**Run 1: routing congestion**

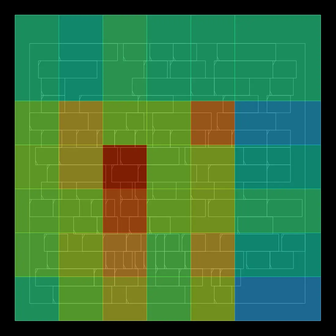
**Run 1: metal layers overlaid**

Only two layers are drawn.
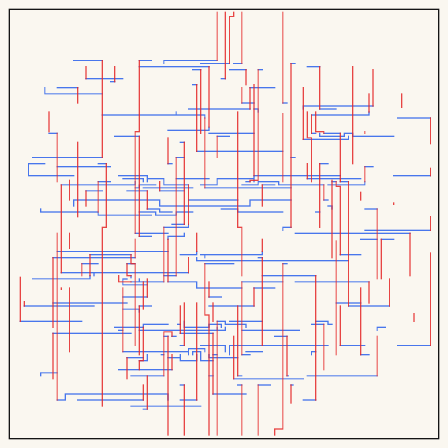
**Run 1: supply network**

The bar under the picture is 10 um long. Pins as bars on the die edge. Tap cells in grey.
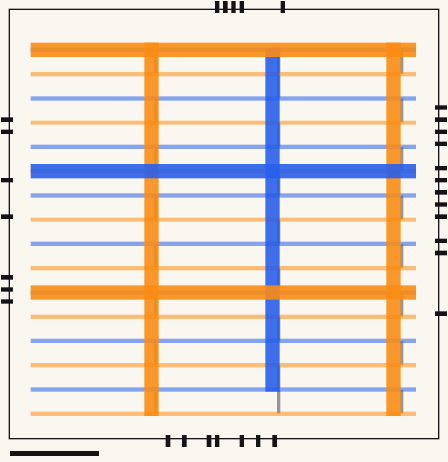
===== src/rtl/toggle_handshake_rx_if.sv =====
`default_nettype none
// ============================================================================
// Module   : toggle_handshake_rx_if
// Brief    : Bundle of toggle-handshake request, consumer and status signals.
// Revision : 1.0 - initial release
// ============================================================================
interface toggle_handshake_rx_if #(
  parameter int WIDTH = 8,
  parameter int CNT_W = 8
);
  logic             req_tgl;
  logic [WIDTH-1:0] req_data;
  logic             ack_tgl;
  logic             out_valid;
  logic [WIDTH-1:0] out_data;
  logic             out_ready;
  logic [CNT_W-1:0] event_count;
  logic             overrun;

  modport master (
    output req_tgl, req_data, out_ready,
    input  ack_tgl, out_valid, out_data, event_count, overrun
  );

  modport slave (
    input  req_tgl, req_data, out_ready,
    output ack_tgl, out_valid, out_data, event_count, overrun
  );
endinterface
`default_nettype wire


===== src/rtl/toggle_handshake_rx.sv =====
`default_nettype none
// ============================================================================
// Module   : toggle_handshake_rx
// Brief    : Receive end of the two-phase toggle handshake with valid/ready out.
// Revision : 1.0 - initial release
// ============================================================================
module toggle_handshake_rx #(
  parameter int WIDTH       = 8,
  parameter int SYNC_STAGES = 2,
  parameter int CNT_W       = 8
) (
  input  wire logic          clock,
  input  wire logic          reset,
  toggle_handshake_rx_if.slave bus
);

  typedef enum logic [0:0] {
    S_IDLE  = 1'b0,
    S_VALID = 1'b1
  } state_t;

  state_t                 r_state;
  state_t                 w_state_nxt;
  logic [SYNC_STAGES-1:0] r_sync;
  logic                   r_req_seen;
  logic                   r_ack_tgl;
  logic                   r_out_valid;
  logic [WIDTH-1:0]       r_out_data;
  logic [CNT_W-1:0]       r_event_count;
  logic                   r_overrun;
  logic                   w_req_sync;
  logic                   w_capture;
  logic                   w_accept;

  assign w_req_sync = r_sync[SYNC_STAGES-1];

  // Only the request level crosses domains; req_data is held stable by the
  // initiator until our ack, so it is sampled directly at capture time.
  always_ff @(posedge clock or posedge reset) begin
    if (reset) begin
      r_sync <= '0;
    end else begin
      r_sync <= {r_sync[SYNC_STAGES-2:0], bus.req_tgl};
    end
  end

  always_ff @(posedge clock or posedge reset) begin
    if (reset) begin
      r_state <= S_IDLE;
    end else begin
      r_state <= w_state_nxt;
    end
  end

  always_comb begin
    w_state_nxt = r_state;
    w_capture   = 1'b0;
    w_accept    = 1'b0;
    case (r_state)
      S_IDLE: begin
        if (w_req_sync != r_req_seen) begin
          w_capture   = 1'b1;
          w_state_nxt = S_VALID;
        end
      end
      S_VALID: begin
        if (bus.out_ready) begin
          w_accept    = 1'b1;
          w_state_nxt = S_IDLE;
        end
      end
      default: w_state_nxt = S_IDLE;
    endcase
  end

  always_ff @(posedge clock or posedge reset) begin
    if (reset) begin
      r_req_seen    <= 1'b0;
      r_ack_tgl     <= 1'b0;
      r_out_valid   <= 1'b0;
      r_out_data    <= '0;
      r_event_count <= '0;
      r_overrun     <= 1'b0;
    end else begin
      if (w_capture) begin
        r_req_seen  <= w_req_sync;
        r_out_data  <= bus.req_data;
        r_out_valid <= 1'b1;
      end
      if (w_accept) begin
        r_out_valid   <= 1'b0;
        r_ack_tgl     <= ~r_ack_tgl;
        r_event_count <= r_event_count + CNT_W'(1);
      end
      // A level change while still holding the previous payload means the
      // initiator did not wait for our ack.
      if ((r_state == S_VALID) && (w_req_sync != r_req_seen)) begin
        r_overrun <= 1'b1;
      end
    end
  end

  assign bus.ack_tgl     = r_ack_tgl;
  assign bus.out_valid   = r_out_valid;
  assign bus.out_data    = r_out_data;
  assign bus.event_count = r_event_count;
  assign bus.overrun     = r_overrun;

endmodule
`default_nettype wire


===== src/flat_wrapper.sv =====
// flat-port wrapper written by rule: the top's interface ports become plain ports
module toggle_handshake_rx_flat 
#(
  parameter int WIDTH       = 8,
  parameter int SYNC_STAGES = 2,
  parameter int CNT_W       = 8
)
  (clock, reset, bus_req_tgl, bus_req_data, bus_out_ready, bus_ack_tgl, bus_out_valid, bus_out_data, bus_event_count, bus_overrun);
  toggle_handshake_rx_if #(.WIDTH(WIDTH), .CNT_W(CNT_W)) bus_i ();
  input  wire logic clock;
  input  wire logic reset;
  input wire logic [$bits(bus_i.req_tgl)-1:0] bus_req_tgl;
  input wire logic [$bits(bus_i.req_data)-1:0] bus_req_data;
  input wire logic [$bits(bus_i.out_ready)-1:0] bus_out_ready;
  output wire logic [$bits(bus_i.ack_tgl)-1:0] bus_ack_tgl;
  output wire logic [$bits(bus_i.out_valid)-1:0] bus_out_valid;
  output wire logic [$bits(bus_i.out_data)-1:0] bus_out_data;
  output wire logic [$bits(bus_i.event_count)-1:0] bus_event_count;
  output wire logic [$bits(bus_i.overrun)-1:0] bus_overrun;
  assign bus_i.req_tgl = bus_req_tgl;
  assign bus_i.req_data = bus_req_data;
  assign bus_i.out_ready = bus_out_ready;
  assign bus_ack_tgl = bus_i.ack_tgl;
  assign bus_out_valid = bus_i.out_valid;
  assign bus_out_data = bus_i.out_data;
  assign bus_event_count = bus_i.event_count;
  assign bus_overrun = bus_i.overrun;
  toggle_handshake_rx #(.WIDTH(WIDTH), .SYNC_STAGES(SYNC_STAGES), .CNT_W(CNT_W)) u_core (.clock(clock), .reset(reset), .bus(bus_i));
endmodule

===== config.mk =====
export PLATFORM = sky130hd
export DESIGN_NAME = toggle_handshake_rx_flat
export DESIGN_NICKNAME = d
export VERILOG_FILES = /design/src/rtl/toggle_handshake_rx_if.sv /design/src/rtl/toggle_handshake_rx.sv /design/src/flat_wrapper.sv
export SDC_FILE = /design/constraint.sdc
export NUM_CORES = 1
export LEC_CHECK = 0
export ABC_AREA = 0
export ABC_CLOCK_PERIOD_IN_PS = 2100
export CORE_MARGIN = 2
export CORE_UTILIZATION = 47
export CTS_CLUSTER_DIAMETER = 150
export CTS_CLUSTER_SIZE = 16
export DETAILED_ROUTE_END_ITERATION = 8
export GPL_TIMING_DRIVEN = 1
export PLACE_DENSITY = 0.82
export SLEW_MARGIN = 20
export SYNTH_ARGS = -nofsm -noshare
export SYNTH_HDL_FRONTEND = slang
export SYNTH_SLANG_ARGS = --single-unit

===== constraint.sdc =====
create_clock -name clock -period 2.1 [get_ports clock]
set_input_delay 0.315 -clock clock [delete_from_list [all_inputs] [get_ports clock]]
set_output_delay 0.315 -clock clock [all_outputs]
set_load 0.005 [all_outputs]

==> results_dict.tcl, run 1 <==
# metrics dict for downstream scripts
set metrics [dict create \
    gp_congestion 0.741 \
    synth_cell_types 18 \
    syn_inst 60 \
    fp_util_pct 51.6 \
    diodes 0 \
    worstSetupEndpointType "flop" \
    p_leak_uw 0.000559 \
    finalNetCount 108 \
    critical_path_buf_inv_count 0 \
    critPathMaxFanout 9 \
    yosysTopAreaCell "dfrtp_1" \
    area_leaders "dfrtp_1, mux2_4, xnor2_1, xor2_1, mux2_2" \
    viasPerCell 4.71 \
    port-buffer-count 30 \
    warning_count 26 \
    synth.net_count 73 \
    outcome "completed" \
    setup_ws_ns 0.522 \
    synth_seq_share_pct 63.3 \
    setup_tns_ns 0 \
    dr.first_iter.drc_count 9 \
    fin_skew_ns 0.00451 \
    area_delta_synth_final_pct 39.1 \
    cts.path.max_buffers 2 \
    ys_cells 60 \
    finalSetupViolations 0 \
    worst_slew_pin_slew_ns 0.515 \
    hold_violations 0 \
    fin_crit_ns 1.58 \
    path_clk_slew_ns 0.12 \
    critPathSlowestCell "and2b_1" \
    grt_pass1_wl_mm 2.51 \
    core_um2 1760 \
    worst_path_largest_cell_delay_ns 0.49 \
    crit_type "reg -> reg" \
    post-place-ws_ns 0.546 \
    cp-start-kind "flop" \
    min_path_type "in -> async" \
    cts_resized 0 \
    yosys-stat-area_um2 910 \
    avgSynthCellArea_um2 15.2 \
    max_freq_mhz 634 \
    crit_family "simple AND/OR/NAND/NOR gates" \
    power_density_nw_per_um2 1360 \
    cts_hold_buf 0 \
    cts_tree "yes" \
]
About 'routing congestion':
all-layer global routing usage: 15.9%
fin util: 71.7%
met2 Use GR: 24.0%
GRT met1 Usage: 22.7%
M3 GR Usage: 4.15%

About 'metal layers overlaid':
legend:
  blue:
    layer: met1
    wire_length: 697 um
  red:
    layer: met2
    wire_length: 733 um
vias after detailed routing: 560
DR WL/cell: 12.9 um
total wire length: 1.54 mm

About 'supply network':
legend:
  orange:
    net: VSS
  blue:
    net: VDD
tap cells: 25
signal pins: 31
met5 straps: 3
die y size: 48.0 um
die width: 48.0 um

## run 1: metrics by stage
step	power, uW	cells	hold slack, ns	area, um^2
2_1_floorplan	1160	60	0.317	910
3_3_place_gp	1510	115	0.333	1240
3_5_place_dp	1540	115	0.343	1240
4_1_cts	1740	119	0.344	1260
5_1_grt	1840	119	0.342	1260
6_report	1720	119	0.338	1260
## run 1: cell type report
type                            instances  area (um^2)
Sequential cell                        23          576
Fill cell                             143          499
Multi-Input combinational cell         35          319
Timing Repair Buffer                   31          308
Tap cell                               25         31.3
Clock buffer                            3         22.5
Clock inverter                          1         5.00
Inverter                                1         3.75
## run 1: Yosys cell counts
cell type   n
inv_1       1
and4_1      1
nor3_1      1
mux2_4      8
and2b_1     1
xor2_1      3
dfrtp_1    23
a21o_2      1
and3_1      1
mux2_2      2
ha_1        1
xnor2_1     6
nor2_1      1
nand2_1     5
o21a_1      2
nand4_1     1
buf_6       1
nand3_1     1
## run 1: placed cells by master (no fill, tap or decap), drive strengths merged, types with 2 or more instances in the layout
master         netlist  final
clkbuf               0      3
clkdlybuf4s50        0     30
dfrtp               23     23
mux2                10     10
nand2                5      5
o21a                 2      2
xnor2                6      6
xor2                 3      3
## run 1: power by group
group,switching (uW),total (uW),leakage (uW),internal [uW]
registers,138,761,0.000275,622
logic,225,758,0.000266,533
clock network,127,198,0.0000177,70.9
## run 1: sequential cells by signal, summed over array words and instances (netlist names)
register,flops
u_core.bus.overrun,1
u_core.bus.out_data,8
u_core.bus.out_valid,1
u_core.bus.ack_tgl,1
u_core.r_req_seen,1
u_core.r_state,1
u_core.r_sync,2
u_core.bus.event_count,8
## run 1: cell families after synthesis
group | after synthesis | share of synthesized area [%]
xor gates and xnor gates | 9 | 8.67
adders and majority gates | 1 | 1.38
muxes | 10 | 15.7
DFF | 23 | 63.3
buffers and inverters | 2 | 1.65
AOI/OAI and AO/OA | 3 | 2.61
and+or+nand+nor | 12 | 6.74
## run 1: tightest hold or removal path: stages
cell,delay (ns)
clkdlybuf4s50_1,0.40
inv_1,0.05
buf_4,0.27
## run 1: final timing paths
check,depth (start not counted),from,slack [ns],to
worst max-delay path,3,u_core.r_req_seen,0.52,u_core.bus.out_data[1]
worst min-delay path,3,reset,0.34,u_core.r_state
worst max register to register,3,u_core.r_req_seen,0.52,u_core.bus.out_data[1]
worst min register to register,0,u_core.r_sync[0],0.37,u_core.r_sync[1]
max in group asynchronous,3,reset,1.55,u_core.bus.event_count[3]
min in group clock,0,u_core.r_sync[0],0.37,u_core.r_sync[1]
## run 1: metal layers
| metal | GRT usage (%) | vias to the layer above | wire length (um) |
|---|---|---|---|
| met4 | 4.86 | 0 | 0 |
| li1 | - | 271 | - |
| met5 | 0 | - | 0 |
| met1 | 22.7 | 270 | 697 |
| met2 | 24.0 | 19 | 733 |
| met3 | 4.15 | 0 | 109 |
==> run 2, diff against run 1 <==
--- a/config.mk
+++ b/config.mk
@@ -6,14 +6,14 @@
 export NUM_CORES = 1
 export LEC_CHECK = 0
 export ABC_AREA = 0
-export ABC_CLOCK_PERIOD_IN_PS = 2100
+export ABC_CLOCK_PERIOD_IN_PS = 1600
 export CORE_MARGIN = 2
-export CORE_UTILIZATION = 47
+export CORE_UTILIZATION = 43
 export CTS_CLUSTER_DIAMETER = 150
 export CTS_CLUSTER_SIZE = 16
 export DETAILED_ROUTE_END_ITERATION = 8
 export GPL_TIMING_DRIVEN = 1
-export PLACE_DENSITY = 0.82
+export PLACE_DENSITY = 0.76
 export SLEW_MARGIN = 20
 export SYNTH_ARGS = -nofsm -noshare
 export SYNTH_HDL_FRONTEND = slang
==> constraint.sdc (replaced) <==
create_clock -name clock -period 1.6 [get_ports clock]
set_input_delay 0.24 -clock clock [delete_from_list [all_inputs] [get_ports clock]]
set_output_delay 0.24 -clock clock [all_outputs]
set_load 0.005 [all_outputs]
**Run 2: register map, names as in the netlist**

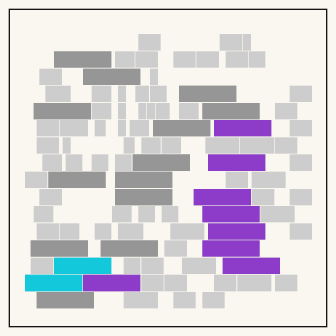
legend:
  purple:
    signal: `u_core.bus.out_data`
    flops: 8
  cyan:
    signal: `u_core.r_sync`
    flops: 2
not coloured: 13
seq pwr: 1010 uW
fraction of area in registers: 44.9%
sequential cell area: 576 um^2

==> run 2 against run 1 <==
  * Combinational power is 35% higher
  * Critical endpoint is now bus_event_count[5]
  * Via count increased by 2.1%
  * Sequential power is 33% higher
  * Clock-buffer cell count grew 1
  * Final cell count grew 3.4%
  * Highest routed layer is now met4
  * Sequential share of layout area is 0.58 points lower
  * Wire length rose by 1.1%
  * Synthesized cell count unchanged
==> results_dict.tcl, run 2 <==
# metrics dict for downstream scripts
set metrics [dict create \
    fp.dieH_um 50.0 \
    yosys-stat-area_um2 910 \
    cts_tree "yes" \
    reg2reg_slack_ns 0.16 \
    worst_path_largest_cell_delay_ns 0.53 \
    warning_count 26 \
    via_count 572 \
    final_cell_mix "clkdlybuf4s50_1, dfrtp_1, mux2_4, xnor2_1, nand2_1" \
    synth-edff-count 0 \
    met2_usage_pct 23.7 \
    dr.first_iter.drc_count 0 \
    fill_cells 165 \
    cts_resized 0 \
    critPathSlowestCell "clkdlybuf4s50_1" \
    finalNetCount 110 \
    viasPerCell 4.65 \
    worst_slew_pin_slew_ns 0.271 \
    core_um2 1980 \
    gp_congestion 0.716 \
    dieWidth_um 50.0 \
    grt_pass1_wl_mm 2.79 \
    power_density_nw_per_um2 1780 \
    use_met3_pct 3.03 \
    track_usage_pct 15.5 \
    setup_tns_ns 0 \
    synth_seq_share_pct 63.3 \
    ys_cells 60 \
    critical_path_buf_inv_count 1 \
    fp_util_pct 45.9 \
    finalSetupViolations 0 \
    outcome "completed" \
    crit_family "buffers and inverters" \
    flop_cell "dfrtp_1" \
]
## run 2: netlist changes by cell type in the layout (fill, tap and decap cells not counted), sizes merged
| cell | previous run | this run |
|---|---|---|
| buf | 1 | 3 |
| clkinv | 1 | 0 |
| clkbuf | 3 | 4 |
## run 2: routing by layer
| metal | up-vias | part of all wire [%] |
|---|---|---|
| li1 | 273 | - |
| met1 | 274 | 45 |
| met2 | 20 | 47 |
| met3 | 5 | 4.6 |
| met4 | 0 | 3.5 |
| met5 | - | 0 |
## run 2: kinds of logic after synthesis
group	synth area share, %
xor+xnor	8.67
buf+inv	1.65
simple gates	6.74
fa+ha+maj	1.38
flops	63.3
mux	15.7
compound gates	2.61
## run 2: through the flow
step | area, um^2 | hold slack (ns) | worst slack, ns
2_1_floorplan | 910 | 0.242 | 0.319
3_3_place_gp | 1250 | 0.335 | 0.194
3_5_place_dp | 1250 | 0.340 | 0.171
4_1_cts | 1280 | 0.253 | 0.0716
5_1_grt | 1280 | 0.262 | 0.0262
6_report | 1280 | 0.246 | 0.101
## run 2: final cells by class
type | instances | share of cell area (%)
sequential | 23 | 44.9
timing repair buffer | 33 | 25.2
multi-input combinational | 35 | 24.9
tap | 27 | 2.64
clock buffer | 4 | 2.05
inverter | 1 | 0.293
## run 2: final timing paths
kind,start,to,cells after the start
hold reg to reg,u_core.r_sync[0],u_core.r_sync[1],0
setup reg to reg,u_core.r_req_seen,u_core.bus.out_data[7],4
min in group clock,u_core.r_sync[0],u_core.r_sync[1],0
setup / recovery,u_core.bus.event_count[5],bus_event_count[5],1
max in group asynchronous,reset,u_core.r_sync[1],3
hold / removal,reset,u_core.bus.event_count[7],3
## run 2: worst min-delay path, delay by kind of cell
family	cells	cell delay, ns
buf+inv	3	0.71
## run 2: where the power goes
group | internal, uW | total (uW) | switching (uW)
clock network | 97.3 | 256 | 159
registers | 818 | 1010 | 190
logic | 722 | 1020 | 297
Power is estimated from default activity; no workload was simulated.
